===== src/rtl/id_ex_stage_if.sv =====
// ID/EX stage bundle: decoder control, register-file data and stage status.
// master = ID side / environment driving id* and consuming ex*; slave = the pipeline register.
interface id_ex_stage_if #(
  parameter int DATA_W = 32,
  parameter int REG_AW = 5,
  parameter int CNT_W  = 16
);
  logic              exHold;
  logic              flush;
  logic              idValid;
  logic [1:0]        idAluOp;
  logic              idRegDst;
  logic              idAluSrc;
  logic              idMemToReg;
  logic              idRegWrite;
  logic              idMemWrite;
  logic              idMemRead;
  logic              idBranch;
  logic [REG_AW-1:0] idRs;
  logic [REG_AW-1:0] idRt;
  logic [REG_AW-1:0] idRd;
  logic [DATA_W-1:0] idReadData1;
  logic [DATA_W-1:0] idReadData2;
  logic [DATA_W-1:0] idSignImm;
  logic [DATA_W-1:0] idPcPlus4;

  logic              exValid;
  logic [1:0]        exAluOp;
  logic              exRegDst;
  logic              exAluSrc;
  logic              exMemToReg;
  logic              exRegWrite;
  logic              exMemWrite;
  logic              exMemRead;
  logic              exBranch;
  logic [REG_AW-1:0] exRs;
  logic [REG_AW-1:0] exRt;
  logic [REG_AW-1:0] exRd;
  logic [DATA_W-1:0] exReadData1;
  logic [DATA_W-1:0] exReadData2;
  logic [DATA_W-1:0] exSignImm;
  logic [DATA_W-1:0] exPcPlus4;
  logic              hazardStall;
  logic [CNT_W-1:0]  bubbleCount;

  modport master (
    output exHold, flush, idValid, idAluOp, idRegDst, idAluSrc, idMemToReg,
           idRegWrite, idMemWrite, idMemRead, idBranch, idRs, idRt, idRd,
           idReadData1, idReadData2, idSignImm, idPcPlus4,
    input  exValid, exAluOp, exRegDst, exAluSrc, exMemToReg, exRegWrite,
           exMemWrite, exMemRead, exBranch, exRs, exRt, exRd, exReadData1,
           exReadData2, exSignImm, exPcPlus4, hazardStall, bubbleCount
  );

  modport slave (
    input  exHold, flush, idValid, idAluOp, idRegDst, idAluSrc, idMemToReg,
           idRegWrite, idMemWrite, idMemRead, idBranch, idRs, idRt, idRd,
           idReadData1, idReadData2, idSignImm, idPcPlus4,
    output exValid, exAluOp, exRegDst, exAluSrc, exMemToReg, exRegWrite,
           exMemWrite, exMemRead, exBranch, exRs, exRt, exRd, exReadData1,
           exReadData2, exSignImm, exPcPlus4, hazardStall, bubbleCount
  );
endinterface


===== src/rtl/id_ex_stage.sv =====
// ID/EX pipeline register with load-use hazard detection and a saturating
// count of hazard bubbles. Priority per edge: reset, hold, flush, hazard, load.
module id_ex_stage #(
  parameter int DATA_W = 32,
  parameter int REG_AW = 5,
  parameter int CNT_W  = 16
) (
  input logic         clk,
  input logic         rst,
  id_ex_stage_if.slave bus
);

  logic idUsesRt;
  logic hazard;
  logic insertBubble;

  // Load-use detection: the load in EX writes a register the ID instruction reads; $0 is exempt.
  always_comb begin
    idUsesRt = !bus.idAluSrc | bus.idMemWrite;
    hazard   = bus.exValid & bus.exMemRead & bus.idValid & !bus.flush &
               (bus.exRt != '0) &
               ((bus.exRt == bus.idRs) | (idUsesRt & (bus.exRt == bus.idRt)));
    insertBubble = !bus.exHold & (bus.flush | hazard);
  end

  assign bus.hazardStall = hazard;

  // Pipeline register: clear on reset or bubble, freeze on hold, otherwise load
  // (control gated off for an invalid slot so it can never store or write back).
  always_ff @(posedge clk) begin
    if (rst || insertBubble) begin
      bus.exValid     <= 1'b0;
      bus.exAluOp     <= 2'b00;
      bus.exRegDst    <= 1'b0;
      bus.exAluSrc    <= 1'b0;
      bus.exMemToReg  <= 1'b0;
      bus.exRegWrite  <= 1'b0;
      bus.exMemWrite  <= 1'b0;
      bus.exMemRead   <= 1'b0;
      bus.exBranch    <= 1'b0;
      bus.exRs        <= '0;
      bus.exRt        <= '0;
      bus.exRd        <= '0;
      bus.exReadData1 <= '0;
      bus.exReadData2 <= '0;
      bus.exSignImm   <= '0;
      bus.exPcPlus4   <= '0;
    end else if (!bus.exHold) begin
      bus.exValid     <= bus.idValid;
      bus.exAluOp     <= bus.idValid ? bus.idAluOp : 2'b00;
      bus.exRegDst    <= bus.idValid & bus.idRegDst;
      bus.exAluSrc    <= bus.idValid & bus.idAluSrc;
      bus.exMemToReg  <= bus.idValid & bus.idMemToReg;
      bus.exRegWrite  <= bus.idValid & bus.idRegWrite;
      bus.exMemWrite  <= bus.idValid & bus.idMemWrite;
      bus.exMemRead   <= bus.idValid & bus.idMemRead;
      bus.exBranch    <= bus.idValid & bus.idBranch;
      bus.exRs        <= bus.idRs;
      bus.exRt        <= bus.idRt;
      bus.exRd        <= bus.idRd;
      bus.exReadData1 <= bus.idReadData1;
      bus.exReadData2 <= bus.idReadData2;
      bus.exSignImm   <= bus.idSignImm;
      bus.exPcPlus4   <= bus.idPcPlus4;
    end
  end

  // Bubble statistics: count only hazard bubbles (not flushes), saturating at all-ones.
  always_ff @(posedge clk) begin
    if (rst) begin
      bus.bubbleCount <= '0;
    end else if (!bus.exHold && hazard && (bus.bubbleCount != '1)) begin
      bus.bubbleCount <= bus.bubbleCount + CNT_W'(1);
    end
  end

endmodule

===== src/flat_wrapper.sv =====
// flat-port wrapper written by rule: the top's interface ports become plain ports
module id_ex_stage_flat 
#(
  parameter int DATA_W = 32,
  parameter int REG_AW = 5,
  parameter int CNT_W  = 16
)
  (clk, rst, bus_exHold, bus_flush, bus_idValid, bus_idAluOp, bus_idRegDst, bus_idAluSrc, bus_idMemToReg, bus_idRegWrite, bus_idMemWrite, bus_idMemRead, bus_idBranch, bus_idRs, bus_idRt, bus_idRd, bus_idReadData1, bus_idReadData2, bus_idSignImm, bus_idPcPlus4, bus_exValid, bus_exAluOp, bus_exRegDst, bus_exAluSrc, bus_exMemToReg, bus_exRegWrite, bus_exMemWrite, bus_exMemRead, bus_exBranch, bus_exRs, bus_exRt, bus_exRd, bus_exReadData1, bus_exReadData2, bus_exSignImm, bus_exPcPlus4, bus_hazardStall, bus_bubbleCount);
  id_ex_stage_if #(.DATA_W(DATA_W), .REG_AW(REG_AW), .CNT_W(CNT_W)) bus_i ();
  input logic clk;
  input logic rst;
  input wire logic [$bits(bus_i.exHold)-1:0] bus_exHold;
  input wire logic [$bits(bus_i.flush)-1:0] bus_flush;
  input wire logic [$bits(bus_i.idValid)-1:0] bus_idValid;
  input wire logic [$bits(bus_i.idAluOp)-1:0] bus_idAluOp;
  input wire logic [$bits(bus_i.idRegDst)-1:0] bus_idRegDst;
  input wire logic [$bits(bus_i.idAluSrc)-1:0] bus_idAluSrc;
  input wire logic [$bits(bus_i.idMemToReg)-1:0] bus_idMemToReg;
  input wire logic [$bits(bus_i.idRegWrite)-1:0] bus_idRegWrite;
  input wire logic [$bits(bus_i.idMemWrite)-1:0] bus_idMemWrite;
  input wire logic [$bits(bus_i.idMemRead)-1:0] bus_idMemRead;
  input wire logic [$bits(bus_i.idBranch)-1:0] bus_idBranch;
  input wire logic [$bits(bus_i.idRs)-1:0] bus_idRs;
  input wire logic [$bits(bus_i.idRt)-1:0] bus_idRt;
  input wire logic [$bits(bus_i.idRd)-1:0] bus_idRd;
  input wire logic [$bits(bus_i.idReadData1)-1:0] bus_idReadData1;
  input wire logic [$bits(bus_i.idReadData2)-1:0] bus_idReadData2;
  input wire logic [$bits(bus_i.idSignImm)-1:0] bus_idSignImm;
  input wire logic [$bits(bus_i.idPcPlus4)-1:0] bus_idPcPlus4;
  output wire logic [$bits(bus_i.exValid)-1:0] bus_exValid;
  output wire logic [$bits(bus_i.exAluOp)-1:0] bus_exAluOp;
  output wire logic [$bits(bus_i.exRegDst)-1:0] bus_exRegDst;
  output wire logic [$bits(bus_i.exAluSrc)-1:0] bus_exAluSrc;
  output wire logic [$bits(bus_i.exMemToReg)-1:0] bus_exMemToReg;
  output wire logic [$bits(bus_i.exRegWrite)-1:0] bus_exRegWrite;
  output wire logic [$bits(bus_i.exMemWrite)-1:0] bus_exMemWrite;
  output wire logic [$bits(bus_i.exMemRead)-1:0] bus_exMemRead;
  output wire logic [$bits(bus_i.exBranch)-1:0] bus_exBranch;
  output wire logic [$bits(bus_i.exRs)-1:0] bus_exRs;
  output wire logic [$bits(bus_i.exRt)-1:0] bus_exRt;
  output wire logic [$bits(bus_i.exRd)-1:0] bus_exRd;
  output wire logic [$bits(bus_i.exReadData1)-1:0] bus_exReadData1;
  output wire logic [$bits(bus_i.exReadData2)-1:0] bus_exReadData2;
  output wire logic [$bits(bus_i.exSignImm)-1:0] bus_exSignImm;
  output wire logic [$bits(bus_i.exPcPlus4)-1:0] bus_exPcPlus4;
  output wire logic [$bits(bus_i.hazardStall)-1:0] bus_hazardStall;
  output wire logic [$bits(bus_i.bubbleCount)-1:0] bus_bubbleCount;
  assign bus_i.exHold = bus_exHold;
  assign bus_i.flush = bus_flush;
  assign bus_i.idValid = bus_idValid;
  assign bus_i.idAluOp = bus_idAluOp;
  assign bus_i.idRegDst = bus_idRegDst;
  assign bus_i.idAluSrc = bus_idAluSrc;
  assign bus_i.idMemToReg = bus_idMemToReg;
  assign bus_i.idRegWrite = bus_idRegWrite;
  assign bus_i.idMemWrite = bus_idMemWrite;
  assign bus_i.idMemRead = bus_idMemRead;
  assign bus_i.idBranch = bus_idBranch;
  assign bus_i.idRs = bus_idRs;
  assign bus_i.idRt = bus_idRt;
  assign bus_i.idRd = bus_idRd;
  assign bus_i.idReadData1 = bus_idReadData1;
  assign bus_i.idReadData2 = bus_idReadData2;
  assign bus_i.idSignImm = bus_idSignImm;
  assign bus_i.idPcPlus4 = bus_idPcPlus4;
  assign bus_exValid = bus_i.exValid;
  assign bus_exAluOp = bus_i.exAluOp;
  assign bus_exRegDst = bus_i.exRegDst;
  assign bus_exAluSrc = bus_i.exAluSrc;
  assign bus_exMemToReg = bus_i.exMemToReg;
  assign bus_exRegWrite = bus_i.exRegWrite;
  assign bus_exMemWrite = bus_i.exMemWrite;
  assign bus_exMemRead = bus_i.exMemRead;
  assign bus_exBranch = bus_i.exBranch;
  assign bus_exRs = bus_i.exRs;
  assign bus_exRt = bus_i.exRt;
  assign bus_exRd = bus_i.exRd;
  assign bus_exReadData1 = bus_i.exReadData1;
  assign bus_exReadData2 = bus_i.exReadData2;
  assign bus_exSignImm = bus_i.exSignImm;
  assign bus_exPcPlus4 = bus_i.exPcPlus4;
  assign bus_hazardStall = bus_i.hazardStall;
  assign bus_bubbleCount = bus_i.bubbleCount;
  id_ex_stage #(.DATA_W(DATA_W), .REG_AW(REG_AW), .CNT_W(CNT_W)) u_core (.clk(clk), .rst(rst), .bus(bus_i));
endmodule

===== config.mk =====
export PLATFORM = sky130hd
export DESIGN_NAME = id_ex_stage_flat
export DESIGN_NICKNAME = d
export VERILOG_FILES = /design/src/rtl/id_ex_stage_if.sv /design/src/rtl/id_ex_stage.sv /design/src/flat_wrapper.sv
export SDC_FILE = /design/constraint.sdc
export NUM_CORES = 1
export LEC_CHECK = 0
export ABC_AREA = 1
export CAP_MARGIN = 5
export CORE_ASPECT_RATIO = 1.25
export CORE_UTILIZATION = 40
export DETAILED_ROUTE_END_ITERATION = 10
export PLACE_DENSITY = 0.93
export SYNTH_ARGS = -nofsm -noshare
export SYNTH_HDL_FRONTEND = slang
export SYNTH_SLANG_ARGS = --single-unit

===== constraint.sdc =====
create_clock -name clk -period 1.9 [get_ports clk]
set_clock_uncertainty 0.1 [all_clocks]
set_input_delay 0.38 -clock clk [delete_from_list [all_inputs] [get_ports clk]]
set_output_delay 0.38 -clock clk [all_outputs]
set_load 0.005 [all_outputs]

Figure 1. Routing congestion (run 1).
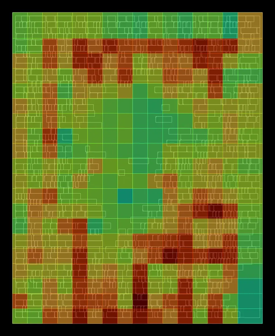
Final Util: 72.5%
Global Route met3 Usage: 8.70%
WL/cell: 15.7 µm
GR Util met1: 27.4%
GRT Util Overall: 25.0%

Figure 2. M4 wires (run 1).
(3 px per µm) Supply wires on this layer in gray.
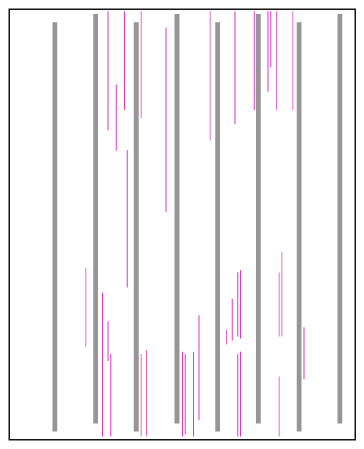
30 nets have wire on it. The wires run mostly vertical. The longest straight run is 61.2 µm. The layer holds 4.2% of the routed length.

Figure 3. Sequential cells colored by netlist name (run 1).
(3 px per µm) Other sequential cells in the stronger gray, the rest of the logic in the fainter gray.
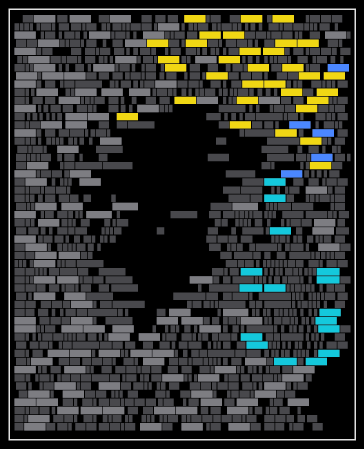
Key: u_core.bus.exRd = blue [sequential cells 5]; u_core.bus.bubbleCount = cyan [sequential cells 16]; u_core.bus.exReadData1 = yellow [sequential cells 32]
Another 116 sequential cells are not colored.

==> deck_impl_summary.md, run 1 <==
Key Metrics from the Run

Floorplanning
  – Pre-Place Util: 40.9%
  – Die X: 115 µm

Global route
  – Total grt overflow: 0
  – Vias in the first global route: 6612
  – Largest net degree at the start of global routing: 81

Logic synthesis
  – YS chip area: 6360 µm²
  – YS warnings: 0
  – Area of the mapped netlist: 6360 µm²

Worst setup path
  – Buf/Inv on CP: 2
  – Crit-path cells: inv_4, nand2_2, nand2_2, nor2_4, nand3_2, a21oi_2, buf_2
  – CP required: 1420 ps

Clock tree
  – H-tree Lvls: 4
  – CTS Root Cell: clkbuf_16
  – Max clock buf depth: 2

Final layout
  – Filler cell count: 1088

Status
  – Failing checks: negative setup slack
  – Status: finished with violations

Placement
  – Routability cong.: 0.859
  – PortBufs: 326

Hold path
  – Type of the tightest min-delay check: in -> reg

Timing
  – Final setup viols: 1
  – Setup ws final: -42.3 ps
  – Worst Max-Slew Pin Slew: 449 ps

Job
  – Tool warnings: 28
run 1: tightest hold or removal path: cells and delay by family:
| family | cells | cell delay, ps |
|---|---|---|
| buffers and inverters | 1 | 150 |
| AND-OR/OR-AND | 1 | 80 |
| AND/OR/NAND/NOR | 1 | 90 |
run 1: logic make-up after synthesis:
logic type	synth area share [%]
AOI/OAI and AO/OA	13.1
DFF	53.2
xor gates and xnor gates	0.138
and+or+nand+nor	27.8
buffers and inverters	5.64
adders and majority gates	0.197
run 1: power breakdown:
part           internal, mW  total, mW  leakage, nW  switching (mW)
combinational         0.787       1.34         2.72           0.555
clock                  2.31       3.74        0.307            1.43
sequential             3.69       3.78         1.39          0.0892
run 1: flip-flops by register name (all words and copies together), names as in the netlist, 2 cells and up:
name	flops
u_core.bus.exReadData2	32
u_core.bus.exAluOp	2
u_core.bus.exRt	5
u_core.bus.exPcPlus4	32
u_core.bus.exRs	5
u_core.bus.exRd	5
u_core.bus.bubbleCount	16
u_core.bus.exReadData1	32
u_core.bus.exSignImm	32
run 1: worst max path at each step:
stage,start,end
after detailed placement,bus_idMemWrite,bus_hazardStall
after global routing,bus_idRs[2],bus_hazardStall
after global placement,bus_idRs[0],bus_hazardStall
after floorplan,u_core.bus.bubbleCount[1]$_SDFFE_PP0P_,u_core.bus.bubbleCount[2]$_SDFFE_PP0P_
final,u_core.bus.exRt[4]$_SDFFE_PP0N_,bus_hazardStall
after CTS,u_core.bus.exRt[1]$_SDFFE_PP0N_,bus_hazardStall
run 1: synth_stat cells (all sizes together):
cell,instances,share of area [%]
o21ai,11,0.87
clkbuf,30,1.8
a21oi,139,11
nand3b,1,0.12
a31oi,1,0.098
inv,32,1.9
o21bai,1,0.12
nand2,355,21
nand3,10,0.98
ha,1,0.20
nor2,75,4.4
nand4,8,0.88
nor3,2,0.16
dfxtp,169,53
xnor2,1,0.14
a22oi,9,1.1
buf,21,2.0
or2,1,0.098
run 1: layout make-up:
| type | instances | area (µm²) | area share (%) |
|---|---|---|---|
| clock buffer | 21 | 470 | 4.17 |
| clock inverter | 9 | 163 | 1.44 |
| timing repair buffer | 372 | 3920 | 34.7 |
| sequential | 169 | 3400 | 30.2 |
| antenna | 1 | 2.50 | 0.0222 |
| tap | 212 | 265 | 2.35 |
| multi-input combinational | 615 | 2930 | 25.9 |
| inverter | 32 | 130 | 1.15 |
run 1: metrics by stage:
| stage | instances | hold slack (ps) |
|---|---|---|
| 3_5_place_dp | 1386 | 349 |
| 2_1_floorplan | 867 | 350 |
| 6_report | 1431 | 214 |
| 4_1_cts | 1422 | 207 |
| 3_3_place_gp | 1386 | 343 |
| 5_1_grt | 1431 | 236 |
run 1: timing repair:
action / 4_1_cts / 5_1_grt
resized: 48 / 87
setup buffers: 3 / 4
setup endpoints to repair: 164 / 140
cloned: 3 / 5
pin swaps: 9 / 13
run 1: per-layer routing:
| metal | up-vias | wire length [µm] | global-route usage (%) |
|---|---|---|---|
| met4 | 0 | 947 | 12.4 |
| met2 | 266 | 11400 | 42.6 |
| met1 | 3232 | 8640 | 27.4 |
| met5 | - | 0 | 0 |
| li1 | 3429 | - | - |
| met3 | 69 | 1500 | 8.70 |
==> run 2: changes to the inputs <==
--- a/config.mk
+++ b/config.mk
@@ -10,6 +10,7 @@
 export CORE_ASPECT_RATIO = 1.25
 export CORE_UTILIZATION = 40
 export DETAILED_ROUTE_END_ITERATION = 10
+export GPL_TIMING_DRIVEN = 0
 export PLACE_DENSITY = 0.93
 export SYNTH_ARGS = -nofsm -noshare
 export SYNTH_HDL_FRONTEND = slang
Figure 4. Metal layers overlaid (run 2).
(3 px per µm) Two of the layers only.
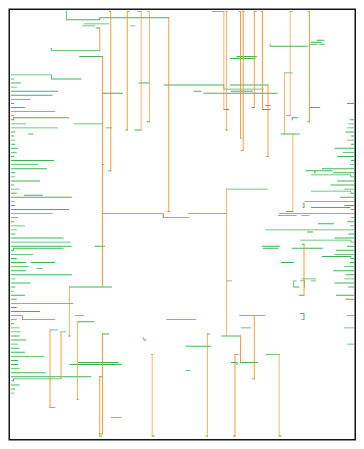
Key: met3 = green [wire length 1340 µm]; met4 = orange [wire length 1030 µm]

Figure 5. M4 wires (run 2).
(3 px per µm) Supply wires on this layer in gray.
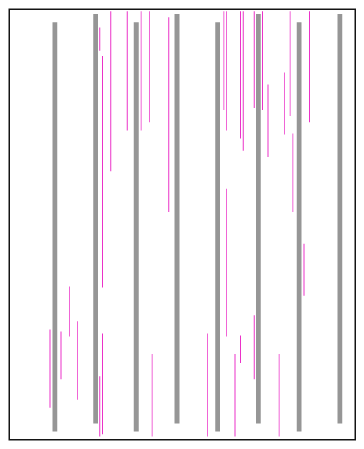
The layer carries 1030 µm of wire. The longest straight run is 76.8 µm. 27 nets have wire on it. The layer holds 4.4% of the routed length.
via count: 7280
final wirelength: 23600 µm

==> run 2 against run 1 <==
The flow still finishes with violations (negative setup slack). First-iteration DRC count rose by 22%. Critical path type unchanged. Highest routed layer unchanged. Synthesized cell count did not move. Cell count rose by 2.1%. Via count rose by 4.1%. Clock-buffer cell count fell by 2. Die size did not move.
==> deck_impl_summary.md, run 2 <==
Key Metrics from the Run

Clock tree
  – Max clock buf depth: 2 (unchanged)

Timing
  – Setup ws final: -58.4 ps (-16.1 ps)
  – Worst Max-Slew Pin Slew: 779 ps (+329 ps)
  – Final setup viols: 68 (+67)

Worst setup path
  – CP required: 1420 ps (about the same)
  – Worst Setup SP: u_core.bus.exRt[1]$_SDFFE_PP0N_

Logic synthesis
  – Post-synth top cells: 353 x nand2_1, 169 x dfxtp_1, 139 x a21oi_1, 75 x nor2_1
  – EDFF count, synth: 0 (unchanged)
  – Asr flop ratio synth: 0% (unchanged)
  – Main flop type: dfxtp_1
  – Leading area contributor after synthesis: dfxtp_1
  – Dominant cell area share: 53.2% (unchanged)

Global route
  – Total grt overflow: 0 (unchanged)
  – Vias in the first global route: 6615 (+0.045%)
  – Largest net degree at the start of global routing: 17 (-79%)

Job
  – Tool warnings: 28 (unchanged)

Placement
  – PortBufs: 326 (unchanged)
  – Routability cong.: 0.870 (+1.2%)

Status
  – Failing checks: negative setup slack
  – Status: finished with violations

Detailed routing
  – WL/cell: 16.2 µm (+2.8%)
[run 2: cell count changes in the layout (fill, tap and decap cells not counted), sizes merged, moves of 4 or more]
cell / change
clkbuf: +37
buf: -13
clkdlybuf4s50: +6
dlygate4sd2: -6
clkinv: +4
[run 2: worst min-delay path by stage]
stage	start	endpoint	slack, ps	cells after the start
finish	bus_idRt[2]	u_core.bus.exRt[2]$_SDFFE_PP0N_	180	3
global route	bus_idMemWrite	u_core.bus.exMemWrite$_SDFFE_PP0N_	180	3
CTS	bus_idRt[0]	u_core.bus.exRt[0]$_SDFFE_PP0N_	250	3
detailed placement	u_core.bus.exRs[2]$_SDFFE_PP0N_	u_core.bus.exRs[2]$_SDFFE_PP0N_	350	2
global placement	u_core.bus.exPcPlus4[11]$_SDFFE_PP0N_	u_core.bus.exPcPlus4[11]$_SDFFE_PP0N_	340	2
floorplan	u_core.bus.exPcPlus4[11]$_SDFFE_PP0N_	u_core.bus.exPcPlus4[11]$_SDFFE_PP0N_	350	2
[run 2: through the flow]
step	instance area (µm²)	hold slack (ps)	cells	TNS, ps	util [%]
4_1_cts	10700	246	1443	-65.6	68.4
6_report	11200	178	1461	-1300	72.1
2_1_floorplan	6360	350	867	0	-
5_1_grt	11200	181	1461	-9500	72.1
3_5_place_dp	9890	355	1405	-79150	63.5
3_3_place_gp	9890	343	1405	-75710	63.5
[run 2: area by class of cell]
cell class,count,area share (%)
diodes,1,0.0223
plain buffers,51,3.44
clock buffers,19,3.85
clock inverters,13,1.49
inverters,32,1.14
multi-input cells,616,25.2
flip-flops and latches,169,30.3
well taps,212,2.36
repair buffers,348,32.1
[run 2: report_power, final]
group / switching (mW) / internal [mW] / leakage, nW / total (mW)
sequential: 0.0934 / 3.69 / 1.39 / 3.79
combinational: 0.541 / 0.785 / 2.71 / 1.33
clock: 1.51 / 2.08 / 0.288 / 3.60
[run 2: cells by family after synthesis]
family	Yosys count	synth area share (%)
and+or+nand+nor	452	27.8
DFF	169	53.2
AOI/OAI and AO/OA	161	13.1
buffers and inverters	83	5.64
xor gates and xnor gates	1	0.138
adders and majority gates	1	0.197
[run 2: critical path: stages (launching register included)]
cell and delay (ps):
dfxtp_4 370, buf_4 140, nor3_2 160, nand3_1 120
nand2_2 90, a21oi_2 30, buf_2 130
[run 2: routing by layer]
| layer | GRT usage (%) | up-vias | routed length, µm | share of wire (%) |
|---|---|---|---|---|
| met5 | 0 | - | 0 | 0 |
| met4 | 15.2 | 0 | 1030 | 4.4 |
| met3 | 5.52 | 70 | 1340 | 5.7 |
| met2 | 46.6 | 303 | 12300 | 52 |
| met1 | 30.7 | 3402 | 8960 | 38 |
| li1 | - | 3505 | - | - |
[run 2: timing repair]
item | in CTS | in global routing
hold buffers | 0 | 0
pin swaps | 7 | 16
setup buffers | 5 | 7
setup endpoints to repair | 165 | 173
resized | 54 | 97
gates cloned | 1 | 10
Power and IR drop assume default switching activity.
